$ cat src/rtl/post_neuron_sram_ctrl.sv
// ---------------------------------------------------------------------------
// post_neuron_sram_ctrl
//
// Arbitrating sequencer for the single-port post-neuron state SRAM
// (CS/WE/A/D/Q interface, one-cycle registered read). The SRAM is shared
// between two requesters:
//   - the spike-integration path, which runs a read-modify-write: add a signed
//     delta to the membrane, compare against THRESHOLD, fire, write back;
//   - the host/readout path, which issues plain reads and writes.
// All operations are fully serialized, so a back-to-back read-modify-write
// to the same neuron always sees the previous write-back.
//
// SRAM word layout: {cnt[DATA_WIDTH-1:MEM_W], mem[MEM_W-1:0]}
//   mem : signed two's-complement membrane potential
//   cnt : unsigned spike counter, saturates at all-ones
//
// Build option:
//   PNS_MEM_SAT_EN  defined   -> membrane sum clamps to the signed MEM_W range
//                   undefined -> membrane sum wraps modulo 2^MEM_W
//
// Ports:
//   CLK, RST          clock (rising edge), synchronous active-high reset
//   int_req/int_addr/int_delta   integration request (held until int_ack)
//   int_ack           one-cycle grant pulse (combinational, IDLE cycle)
//   host_req/host_we/host_addr/host_wdata   host request (held until host_ack)
//   host_ack          one-cycle grant pulse (combinational, IDLE cycle)
//   host_rdata/host_rvalid   host read data and its one-cycle strobe
//   spike_valid/spike_addr   one-cycle fire pulse and neuron index
//   sram_cs/sram_we/sram_a/sram_d   SRAM control, address and write data
//   sram_q            SRAM read data, valid the cycle after a CS read
//   busy              high whenever the sequencer is not IDLE
// ---------------------------------------------------------------------------
module post_neuron_sram_ctrl #(
  parameter int                      ADDR_WIDTH = 8,
  parameter int                      DATA_WIDTH = 32,
  parameter int                      MEM_W      = 16,
  parameter logic signed [MEM_W-1:0] THRESHOLD  = 16'sd1024
) (
  input  logic                  CLK,
  input  logic                  RST,
  // integration requester
  input  logic                  int_req,
  input  logic [ADDR_WIDTH-1:0] int_addr,
  input  logic [MEM_W-1:0]      int_delta,
  output logic                  int_ack,
  // host requester
  input  logic                  host_req,
  input  logic                  host_we,
  input  logic [ADDR_WIDTH-1:0] host_addr,
  input  logic [DATA_WIDTH-1:0] host_wdata,
  output logic                  host_ack,
  output logic [DATA_WIDTH-1:0] host_rdata,
  output logic                  host_rvalid,
  // spike output
  output logic                  spike_valid,
  output logic [ADDR_WIDTH-1:0] spike_addr,
  // SRAM interface
  output logic                  sram_cs,
  output logic                  sram_we,
  output logic [ADDR_WIDTH-1:0] sram_a,
  output logic [DATA_WIDTH-1:0] sram_d,
  input  logic [DATA_WIDTH-1:0] sram_q,
  // status
  output logic                  busy
);

  localparam int CNT_W = DATA_WIDTH - MEM_W;

  // rr_last encoding: which requester was granted most recently
  localparam logic RR_INT  = 1'b0;
  localparam logic RR_HOST = 1'b1;

  typedef enum logic [2:0] {
    ST_IDLE = 3'd0,
    ST_RD   = 3'd1,
    ST_CALC = 3'd2,
    ST_WB   = 3'd3,
    ST_HRD  = 3'd4,
    ST_HWR  = 3'd5
  } state_t;

  // -------------------------------------------------------------------------
  // Helpers
  // -------------------------------------------------------------------------

  // Membrane update: add at MEM_W+1 bits, then either clamp or wrap to MEM_W.
  function automatic logic [MEM_W-1:0] mem_add(
    input logic [MEM_W-1:0] mem,
    input logic [MEM_W-1:0] delta
  );
    logic [MEM_W:0] wide;
    wide = {mem[MEM_W-1], mem} + {delta[MEM_W-1], delta};
`ifdef PNS_MEM_SAT_EN
    // The two top bits disagree only when the true sum left the MEM_W range;
    // the extra sign bit tells which side it overflowed to.
    if (wide[MEM_W] != wide[MEM_W-1]) begin
      if (wide[MEM_W]) begin
        mem_add = {1'b1, {(MEM_W-1){1'b0}}};
      end else begin
        mem_add = {1'b0, {(MEM_W-1){1'b1}}};
      end
    end else begin
      mem_add = wide[MEM_W-1:0];
    end
`else
    mem_add = wide[MEM_W-1:0];
`endif
  endfunction

  // Spike counter increment that sticks at all-ones.
  function automatic logic [CNT_W-1:0] cnt_inc(input logic [CNT_W-1:0] cnt);
    if (cnt == {CNT_W{1'b1}}) begin
      cnt_inc = cnt;
    end else begin
      cnt_inc = cnt + {{(CNT_W-1){1'b0}}, 1'b1};
    end
  endfunction

  // -------------------------------------------------------------------------
  // State and registers
  // -------------------------------------------------------------------------
  state_t                  state_r;
  state_t                  next_state_s;
  logic                    rr_last_r;

  logic [ADDR_WIDTH-1:0]   addr_r;
  logic [MEM_W-1:0]        delta_r;
  logic [DATA_WIDTH-1:0]   sram_d_r;
  logic                    sram_cs_r;
  logic                    sram_we_r;
  logic                    spike_valid_r;
  logic [ADDR_WIDTH-1:0]   spike_addr_r;
  logic                    host_rvalid_r;
  logic [DATA_WIDTH-1:0]   rdata_hold_r;
  logic                    busy_r;

  logic                    grant_int_s;
  logic                    grant_host_s;
  logic                    cs_next_s;
  logic                    we_next_s;

  logic [MEM_W-1:0]        sum_s;
  logic                    fire_s;
  logic [DATA_WIDTH-1:0]   calc_word_s;

  // Round-robin arbitration, only meaningful in IDLE.
  always_comb begin
    grant_int_s  = 1'b0;
    grant_host_s = 1'b0;
    if (state_r == ST_IDLE) begin
      // A lone requester always wins; on contention the one that was not
      // served last wins.
      grant_int_s  = int_req  && (!host_req || (rr_last_r == RR_HOST));
      grant_host_s = host_req && (!int_req  || (rr_last_r == RR_INT));
    end else begin
      grant_int_s  = 1'b0;
      grant_host_s = 1'b0;
    end
  end

  // Next-state decode plus the SRAM strobes the next state will need.
  always_comb begin
    next_state_s = state_r;
    cs_next_s    = 1'b0;
    we_next_s    = 1'b0;
    case (state_r)
      ST_IDLE: begin
        if (grant_int_s) begin
          next_state_s = ST_RD;
        end else if (grant_host_s) begin
          if (host_we) begin
            next_state_s = ST_HWR;
          end else begin
            next_state_s = ST_HRD;
          end
        end else begin
          next_state_s = ST_IDLE;
        end
      end
      ST_RD:   next_state_s = ST_CALC;
      ST_CALC: next_state_s = ST_WB;
      ST_WB:   next_state_s = ST_IDLE;
      ST_HRD:  next_state_s = ST_IDLE;
      ST_HWR:  next_state_s = ST_IDLE;
      default: next_state_s = ST_IDLE;
    endcase

    // SRAM strobes are registered, so they are decoded from the state the
    // sequencer is about to enter.
    case (next_state_s)
      ST_RD:   begin cs_next_s = 1'b1; we_next_s = 1'b0; end
      ST_WB:   begin cs_next_s = 1'b1; we_next_s = 1'b1; end
      ST_HRD:  begin cs_next_s = 1'b1; we_next_s = 1'b0; end
      ST_HWR:  begin cs_next_s = 1'b1; we_next_s = 1'b1; end
      ST_IDLE: begin cs_next_s = 1'b0; we_next_s = 1'b0; end
      ST_CALC: begin cs_next_s = 1'b0; we_next_s = 1'b0; end
      default: begin cs_next_s = 1'b0; we_next_s = 1'b0; end
    endcase
  end

  // Read-modify-write arithmetic on the word returned by the RD access.
  always_comb begin
    sum_s       = mem_add(sram_q[MEM_W-1:0], delta_r);
    fire_s      = ($signed(sum_s) >= THRESHOLD);
    calc_word_s = {sram_q[DATA_WIDTH-1:MEM_W], sum_s};
    if (fire_s) begin
      calc_word_s = {cnt_inc(sram_q[DATA_WIDTH-1:MEM_W]), {MEM_W{1'b0}}};
    end else begin
      calc_word_s = {sram_q[DATA_WIDTH-1:MEM_W], sum_s};
    end
  end

  // Control registers: FSM state, arbitration history and output strobes.
  always_ff @(posedge CLK) begin
    if (RST) begin
      state_r       <= ST_IDLE;
      rr_last_r     <= RR_HOST;
      sram_cs_r     <= 1'b0;
      sram_we_r     <= 1'b0;
      spike_valid_r <= 1'b0;
      host_rvalid_r <= 1'b0;
      busy_r        <= 1'b0;
    end else begin
      state_r       <= next_state_s;
      sram_cs_r     <= cs_next_s;
      sram_we_r     <= we_next_s;
      busy_r        <= (next_state_s != ST_IDLE);
      // Spike strobe lines up with the WB cycle that follows CALC.
      spike_valid_r <= (state_r == ST_CALC) && fire_s;
      // Read data arrives the cycle after HRD, which is always IDLE.
      host_rvalid_r <= (state_r == ST_HRD);
      if (grant_int_s) begin
        rr_last_r <= RR_INT;
      end else if (grant_host_s) begin
        rr_last_r <= RR_HOST;
      end
    end
  end

  // Datapath registers: latched request fields, write data and read hold.
  always_ff @(posedge CLK) begin
    if (RST) begin
      addr_r       <= {ADDR_WIDTH{1'b0}};
      delta_r      <= {MEM_W{1'b0}};
      sram_d_r     <= {DATA_WIDTH{1'b0}};
      spike_addr_r <= {ADDR_WIDTH{1'b0}};
      rdata_hold_r <= {DATA_WIDTH{1'b0}};
    end else begin
      if (grant_int_s) begin
        addr_r  <= int_addr;
        delta_r <= int_delta;
      end else if (grant_host_s) begin
        addr_r <= host_addr;
        if (host_we) begin
          sram_d_r <= host_wdata;
        end
      end
      // sram_d doubles as the registered RMW result presented during WB.
      if (state_r == ST_CALC) begin
        sram_d_r <= calc_word_s;
        if (fire_s) begin
          spike_addr_r <= addr_r;
        end
      end
      // Keep the last read word visible after the strobe drops.
      if (host_rvalid_r) begin
        rdata_hold_r <= sram_q;
      end
    end
  end

  // -------------------------------------------------------------------------
  // Outputs
  // -------------------------------------------------------------------------
  assign int_ack     = grant_int_s;
  assign host_ack    = grant_host_s;
  assign sram_cs     = sram_cs_r;
  assign sram_we     = sram_we_r;
  assign sram_a      = addr_r;
  assign sram_d      = sram_d_r;
  assign spike_valid = spike_valid_r;
  assign spike_addr  = spike_addr_r;
  assign host_rvalid = host_rvalid_r;
  // sram_q is only valid during the strobe cycle, so it is forwarded then.
  assign host_rdata  = host_rvalid_r ? sram_q : rdata_hold_r;
  assign busy        = busy_r;

endmodule

$ cat config.mk
export PLATFORM = sky130hd
export DESIGN_NAME = post_neuron_sram_ctrl
export DESIGN_NICKNAME = d
export VERILOG_FILES = /design/src/rtl/post_neuron_sram_ctrl.sv
export SDC_FILE = /design/constraint.sdc
export NUM_CORES = 1
export LEC_CHECK = 0
export ABC_AREA = 1
export CAP_MARGIN = 5
export CORE_MARGIN = 4
export CORE_UTILIZATION = 50
export DETAILED_ROUTE_END_ITERATION = 12
export GPL_TIMING_DRIVEN = 0
export PLACE_DENSITY = 0.88
export SLEW_MARGIN = 25
export SYNTH_ARGS = -nofsm -noshare
export SYNTH_HDL_FRONTEND = slang
export SYNTH_SLANG_ARGS = --single-unit
$ cat constraint.sdc
create_clock -name CLK -period 6 [get_ports CLK]
set_input_delay 1.2 -clock CLK [delete_from_list [all_inputs] [get_ports CLK]]
set_output_delay 1.2 -clock CLK [all_outputs]
set_load 0.05 [all_outputs]
Fig. 1: run 1, where the registers sit
(2 px per um) Other sequential cells in the stronger gray, the rest of the logic in the fainter gray.
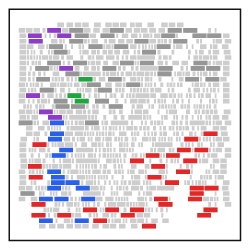
- purple: spike_addr (flops 8; where top left)
- green: state_r (flops 3)
- red: rdata_hold_r (flops 32)
- blue: delta_r (flops 16)
- not colored: 46
flop share of the area: 0.2607
FF/Latch Area: 2102 um2
Final Core Density: 0.7308
Seq. pwr: 0.850 mW

Fig. 2: run 1, port wiring
(4 px per um)
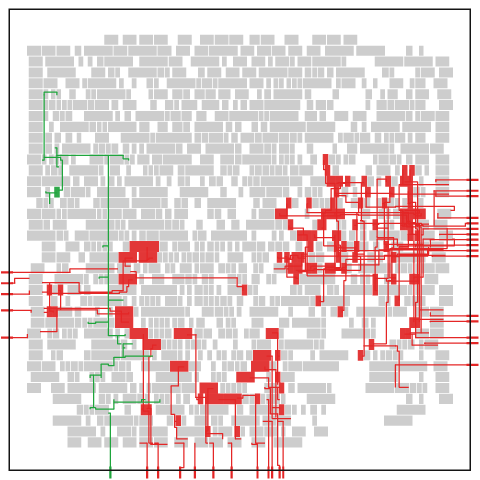
- red: sram_q (bits 32; direction input; edge 16 right, 11 bottom, 5 left; end cells 105; wire 1,790 um)
- green: int_ack (bits 1; direction output; edge bottom; end cells 1; wire 206 um)
I/O Pins: 188
PortBufs: 186

Fig. 3: run 1, clock network drawn from the DEF
(2 px per um)
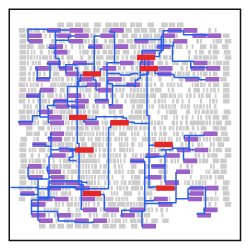
- red: clock-net drivers (count 9)
- blue: clock wires (length 1,320 um)
- purple: flip-flops (count 105)
- routed clock nets: 10

==> results_slide.txt, run 1 <==
Synthesis and Place & Route Summary

Layout
  • Comb/total area: 0.3973
  • Most numerous logic cell after layout: nand2_1
  • Share of cells above drive strength 1: 0.05582
  • # fillers: 904
  • Clock buffer count: 9
  • Largest area class, layout: multi-input combinational cells
  • Area grow syn2layout: 41.11%
  • Final instance area: 8061 um2
  • Logic area: 3203 um2

GRT
  • Gr busiest metal: met2
  • Global-route wire length before repair: 29,710 um
  • GR Util met1: 0.3372
  • Pin count of the biggest net entering global routing: 20
  • Met3 usage: 0.06895
  • Total track usage: 0.2826
  • Initial antenna violation count: 0

Power
  • Total Power: 2.720 mW
  • Clk pwr share: 0.233
  • Static Leak: 3.528 nW
  • Cell-internal power: 1.548 mW
  • Logic pwr share: 0.455
  • Pwr top: combinational cells

Clock tree
  • Hold_buf cts: 0
  • Resize count post-CTS: 0
  • Clock Root Buffer: clkbuf_16
  • CTS tree: done
  • Clk sink count: 105
  • Max clock buf depth: 2
  • Latency at later pin: 0.35 ns
  • H-tree depth: 3

Floorplanning
  • Core ar.: 11,030 um2
  • Rows: 38
  • Die Ht: 114.9 um
  • FP Core Util: 0.5179
  • Die ar.: 13,200 um2
  • Num tapcells: 140

Critical path
  • R2R depth: 19
  • Reg2Reg Setup Slack: 3.29 ns
  • CP max-delay cell: clkdlybuf4s50_1
  • CP dominant cell by count: clkdlybuf4s50_1
  • Critical path depth in cells: 8
  • Worst reg2reg startpoint: delta_r[0]
  • Crit path cell chain: clkdlybuf4s50_1, inv_1, o21ai_0, nand2_1, clkinv_1, clkbuf_1, buf_2, clkdlybuf4s50_1
  • Setup crit end kind: output pin
  • Worst setup endpoint: int_ack
  • Reg-to-reg endpoint: sram_d[20]
  • Crit path max-delay family: buffers and inverters

Place
  • Post-place setup slack: 1.011 ns
  • Routability cong.: 0.9115
  • DPL Wire Length: 14,430 um
  • Placed Instances: 1,181

Synthesis
  • Floorplan net count: 973
  • Xor/xnor share: 0.01686
  • Simple-Gate Fraction of Synth Area: 0.3399
  • Synthesized flop and latch total: 105
  • EDFF count, synth: 0
  • Top cells by count, synth: nand2_1, dfxtp_1, a21oi_1
  • Post-synth top area cell: dfxtp_1
  • Register share after synthesis: 0.3679
  • Avg Cell Area, Syn: 6.682 um2
  • Cell area leaders: dfxtp_1, nand2_1, a21oi_1
  • Async SR Flop Fraction: 0
  • Top comb family, area: simple AND/OR/NAND/NOR gates
  • YS chip area: 5713 um2
  • Cell with the most instances after synthesis: nand2_1
  • Most used DFF post-synth: dfxtp_1
  • Fa+ha+maj area frac: 0.03855

Job
  • Max Cap Violations: 0
  • Tool warnings: 27

Final timing
  • Max Freq: 199.7 MHz
  • Clk_skew: 0.007792 ns
  • Crit path time final: 5.008 ns
  • Setup-failing EPs final: 0
  • Fin crit share: 0.8346
  • Least-Margin Pin Slew: 0.6299 ns
  • Final max-slew violation count: 0
  • RSZ-0062 raised after global routing: false
  • Setup ws final: 0.9923 ns

Hold path
  • Worst Hold End: sram_d[7]
  • Worst Hold Class: reg2reg
  • Hold Crit Start: sram_d[7]

Route
  • Drt drc: 0
  • Drt wl/cell: 15.63 um
  • Initial DRT Pass Iterations: 5
  • DRT met1 WL: 7632 um
  • Vias/cell: 5.378
  • Initial DRC Count: 561

Run status
  • Status: complete, no violations
## Run 2: what changed since run 1
CORE_UTILIZATION = 47   (was 50)
PLACE_DENSITY = 0.84   (was 0.88)
clock period = 4.7 ns   (was 6 ns; I/O delays follow)
Fig. 4: run 2, port wiring
(4 px per um)
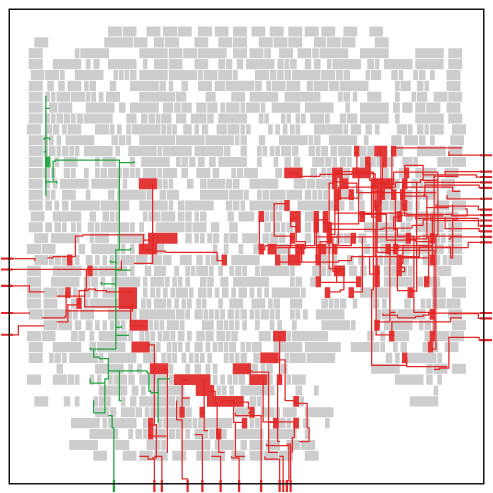
- red: sram_q (bits 32; direction input; edge 16 right, 11 bottom, 5 left; end cells 105; wire 2,030 um)
- green: int_ack (bits 1; direction output; edge bottom; end cells 1; wire 219 um)

Fig. 5: run 2, where the registers sit
(2 px per um) Other sequential cells in the stronger gray, the rest of the logic in the fainter gray.
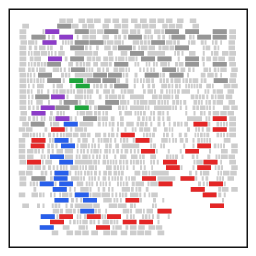
- purple: spike_addr (flops 8)
- blue: delta_r (flops 16)
- green: state_r (flops 3)
- red: rdata_hold_r (flops 32)
- not colored: 46

==> results_slide.txt, run 2 <==
Synthesis and Place & Route Summary

Power
  • Total Power: 3.396 mW (+25%)
  • Pwr top: combinational cells
  • Clk pwr share: 0.218 (-0.015)
  • Static Leak: 3.527 nW (about the same)
  • Seq. pwr: 1.09 mW (+28%)
  • Logic pwr share: 0.461 (+0.006)

Route
  • Drt wl/cell: 15.30 um (-2.1%)

Place
  • Placed Instances: 1,188 (+0.59%)
  • DPL Wire Length: 14,310 um (-0.88%)
  • PortBufs: 186 (unchanged)

Synthesis
  • Floorplan net count: 973 (unchanged)
  • Async SR Flop Fraction: 0 (unchanged)
  • Avg Cell Area, Syn: 6.682 um2 (unchanged)
  • Fa+ha+maj area frac: 0.03855 (unchanged)
  • Top cells by count, synth: nand2_1, dfxtp_1, a21oi_1
  • YS chip area: 5713 um2 (unchanged)

GRT
  • Met3 usage: 0.06746 (-0.001483)
  • Gr busiest metal: met2
  • Total track usage: 0.2559 (-0.02676)
  • Global-route wire length before repair: 29,110 um (-2.0%)

Final timing
  • Crit path time final: 4.494 ns
  • Least-Margin Pin Slew: 0.6203 ns (-0.009509 ns)
  • Setup ws final: 0.2063 ns (-0.7860 ns)
  • Clk_skew: 0.01233 ns (+0.004536 ns)

Critical path
  • Crit path cell chain: clkdlybuf4s50_1, inv_1, o21ai_0, nand2_1, clkinv_1, clkbuf_1, buf_2, clkdlybuf4s50_1
  • Crit path max-delay family: buffers and inverters
  • Reg-to-reg endpoint: sram_d[22]
  • Setup crit end kind: output pin
  • R2R depth: 19 (unchanged)
  • CP dominant cell by count: clkdlybuf4s50_1

Layout
  • Final Core Density: 0.6725 (-0.05834)
  • Share of cells above drive strength 1: 0.05582 (unchanged)
  • Most numerous logic cell after layout: nand2_1
  • Logic area: 3203 um2 (unchanged)
  • Area grow syn2layout: 40.80%

Job
  • Max Cap Violations: 0 (unchanged)

Floorplanning
  • Num tapcells: 147 (+5.0%)
  • Core ar.: 11,960 um2 (+8.4%)
  • Die Ht: 118.3 um (+2.9%)

Clock tree
  • Max clock buf depth: 2 (unchanged)
  • Clk sink count: 105 (unchanged)
  • Clock Root Buffer: clkbuf_16
  • CTS tree: done
  • H-tree depth: 3 (unchanged)

Hold path
  • Hold Crit Start: sram_d[30]

Run status
  • Status: complete, no violations
Fig. 6: run 2, cell outlines without signal wires
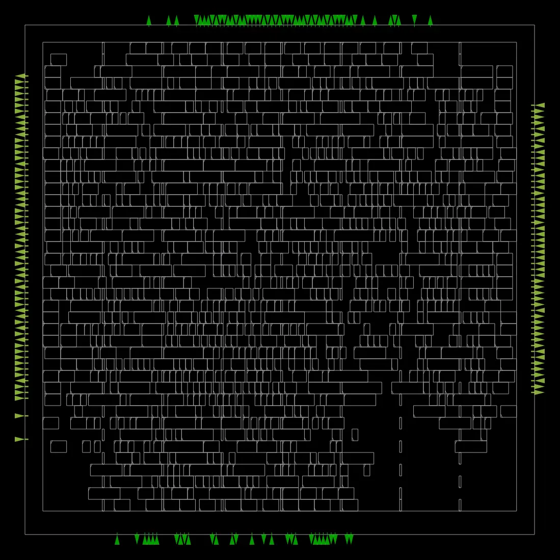
# fillers: 1,053
flop share of the area: 0.2613
Rows: 40
sequential cells: 105

No activity file was given, so power comes from the tool's default toggle rates.
